===== src/rtl/sum_stream_fifo.sv =====
// First-word-fall-through FIFO that turns the upstream valid-only sum stream
// into a valid/ready stream, with fill level, sticky overflow and drop count.
module sum_stream_fifo #(
  parameter int DATA_W = 8,
  parameter int DEPTH  = 16,
  parameter int CNT_W  = 16
) (
  input  logic                       clk,
  input  logic                       rst,
  input  logic [DATA_W:0]            dinp,
  input  logic                       valid_inp,
  output logic [DATA_W:0]            out,
  output logic                       valid_out,
  input  logic                       ready_out,
  output logic [$clog2(DEPTH):0]     level,
  output logic                       ovf,
  input  logic                       ovf_clr,
  output logic [CNT_W-1:0]           drop_cnt
);

  localparam int AW = $clog2(DEPTH);

  logic [DATA_W:0] mem [DEPTH];
  logic [AW:0]     wr_ptr;
  logic [AW:0]     rd_ptr;
  logic            empty;
  logic            full;
  logic            do_read;
  logic            do_write;
  logic            drop;

  // Handshake: a word leaves the FIFO on any edge where valid_out && ready_out;
  // the input side has no ready, so a word arriving while full with no
  // concurrent read is dropped and counted.
  always_comb begin
    empty    = (wr_ptr == rd_ptr);
    full     = (wr_ptr[AW-1:0] == rd_ptr[AW-1:0]) && (wr_ptr[AW] != rd_ptr[AW]);
    do_read  = !empty && ready_out;
    do_write = valid_inp && (!full || do_read);
    drop     = valid_inp && full && !do_read;
  end

  assign valid_out = !empty;
  assign out       = valid_out ? mem[rd_ptr[AW-1:0]] : '0;

  // Storage has no reset; only the pointers define which words are live.
  always_ff @(posedge clk) begin
    if (do_write && !rst) begin
      mem[wr_ptr[AW-1:0]] <= dinp;
    end
  end

  always_ff @(posedge clk) begin
    if (rst) begin
      wr_ptr <= '0;
      rd_ptr <= '0;
      level  <= '0;
    end else begin
      if (do_write) wr_ptr <= wr_ptr + 1'b1;
      if (do_read)  rd_ptr <= rd_ptr + 1'b1;
      if (do_write && !do_read)      level <= level + 1'b1;
      else if (do_read && !do_write) level <= level - 1'b1;
    end
  end

  // A drop in the same cycle as ovf_clr restarts the count at one.
  always_ff @(posedge clk) begin
    if (rst) begin
      ovf      <= 1'b0;
      drop_cnt <= '0;
    end else if (drop) begin
      ovf <= 1'b1;
      if (ovf_clr)        drop_cnt <= {{(CNT_W-1){1'b0}}, 1'b1};
      else if (!(&drop_cnt)) drop_cnt <= drop_cnt + 1'b1;
    end else if (ovf_clr) begin
      ovf      <= 1'b0;
      drop_cnt <= '0;
    end
  end

endmodule


===== config.mk =====
export PLATFORM = sky130hd
export DESIGN_NAME = sum_stream_fifo
export DESIGN_NICKNAME = d
export VERILOG_FILES = /design/src/rtl/sum_stream_fifo.sv
export SDC_FILE = /design/constraint.sdc
export NUM_CORES = 1
export LEC_CHECK = 0
export CAP_MARGIN = 20
export CORE_AREA = 2 2 90 178
export CTS_CLUSTER_DIAMETER = 40
export DETAILED_ROUTE_END_ITERATION = 16
export DIE_AREA = 0 0 92 180
export PLACE_DENSITY_LB_ADDON = 0.3
export SLEW_MARGIN = 40
export SYNTH_ARGS = -nofsm -noshare
export SYNTH_HDL_FRONTEND = slang
export SYNTH_SLANG_ARGS = --single-unit

===== constraint.sdc =====
create_clock -name clk -period 3.55 [get_ports clk]
set_clock_uncertainty 0.15 [all_clocks]
set_input_delay 0.5325 -clock clk [delete_from_list [all_inputs] [get_ports clk]]
set_output_delay 0.5325 -clock clk [all_outputs]
set_load 0.005 [all_outputs]

**Selected gate families**

Scale bar: 20 µm.
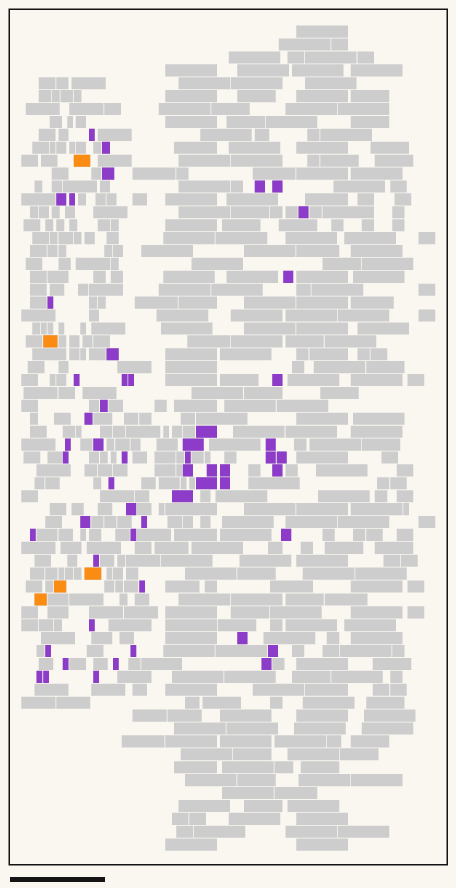
color	family	cells
purple	NOR gates	54
orange	AND-OR and OR-AND gates	5
Non-Filler Instances: 745
Comb area share: 26.41%
most numerous logic cell after layout: edfxtp_1

**Clock wires, drivers and flops**

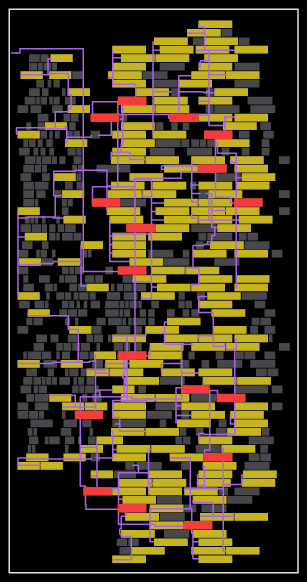
[purple] clock wires | length: 1920 µm
[red] clock drivers | count: 17
[yellow] flip-flops | count: 180
routed clock nets	18
Clock Power Share: 38.1%
Late-Pin Clk Latency: 430 ps
Power Clock: 1.94 mW

==> results.toml <==
# yosys + openroad results
[worst_setup_path]
arrival_ps = 2700
worst_ep_required_time_ps = 2870

[cells_and_area]
inverters = 5
fillers = 1182
final_area_mm2 = 0.008939
clkbuf_count = 17
seq_share_pct = 56.48

[synthesis]
yosysMostFrequentCell = "edfxtp_1"
ys_seq_share_pct = 67.57
ys_area_mm2 = 0.007466
synthTopCellsByCount = "144 x edfxtp_1, 36 x dfxtp_1, 36 x mux4_2"

[status]
status = "finished, final reports clean"

[detailed_routing]
vias_per_cell = 5.723
drc = 0
drt_iter0_drc = 193

[global_routing]
grt_pass1_wl_mm = 24.37
grtUsageTotal_pct = 19.71

[flow_run]
maxCapViolCount = 0

[clocking]
cts.sinks = 180

[die]
die_h_um = 180
nWellTaps = 198

[placed_design]
placed_area_mm2 = 0.008303
**Cell density map**

The die is cut into 9 by 18 equal tiles; dark blue is low, red is high, 0 to 100% covered.
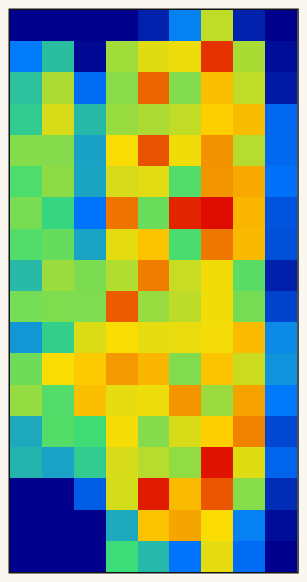
mean over tiles	53%
tiles over 75% full	21%
emptiest ninth of the die	bottom left
fullest tile	99%
nearly empty tiles	9.3%
densest ninth of the die	middle
post-layout util: 58.75%
core area: 0.01521 mm²
fp_density: 49.07%

## layer usage
| layer | part of all wire [%] | track usage [%] | routed length, µm |
|---|---|---|---|
| met2 | 57 | 35.79 | 8727 |
| met1 | 36 | 21.06 | 5491 |
| met5 | 0 | 0 | 0 |
| met4 | 3.9 | 10.81 | 597 |
| met3 | 3.6 | 3.772 | 557 |
## critical path: stages (launching register included)
cell and delay (ps):
dfxtp_4 540, buf_4 240, mux4_2 530, a211oi_1 350
a211oi_1 110, clkdlybuf4s50_1 500
## cells by family (layout without fill, tap and decap cells)
logic type / after synthesis / count (layout) / share of synthesized area [%]
DFF: 180 / 180 / 67.57
and+or+nand+nor: 123 / 123 / 8.933
AOI/OAI and AO/OA: 56 / 56 / 4.894
muxes: 52 / 52 / 13.00
buffers and inverters: 27 / 106 / 1.424
xor gates and xnor gates: 19 / 19 / 2.229
adders and majority gates: 11 / 11 / 1.944
## worst paths after layout
path,start,end,depth (start not counted)
max,flop,out[4],5
min,ovf$_SDFFE_PP0P_,ovf$_SDFFE_PP0P_,2
max reg2reg,wr_ptr[1]$_SDFFE_PP0N_,level[4]$_SDFFE_PP0P_,12
min reg2reg,ovf$_SDFFE_PP0P_,ovf$_SDFFE_PP0P_,2
## cell usage in the layout, fill, tap and decap left out, types with 10 or more instances in the layout
cell | synthesis | layout
a211oi_1 | 18 | 18
a21oi_1 | 18 | 18
buf_4 | 0 | 23
clkbuf_16 | 0 | 17
clkdlybuf4s50_1 | 0 | 45
dfxtp_1 | 36 | 35
edfxtp_1 | 144 | 144
ha_1 | 10 | 10
mux2i_1 | 16 | 16
mux4_2 | 36 | 36
nand2_1 | 16 | 16
nor2_1 | 32 | 24
nor2b_1 | 10 | 10
xnor2_1 | 10 | 10
No activity file was given, so power comes from the tool's default toggle rates.
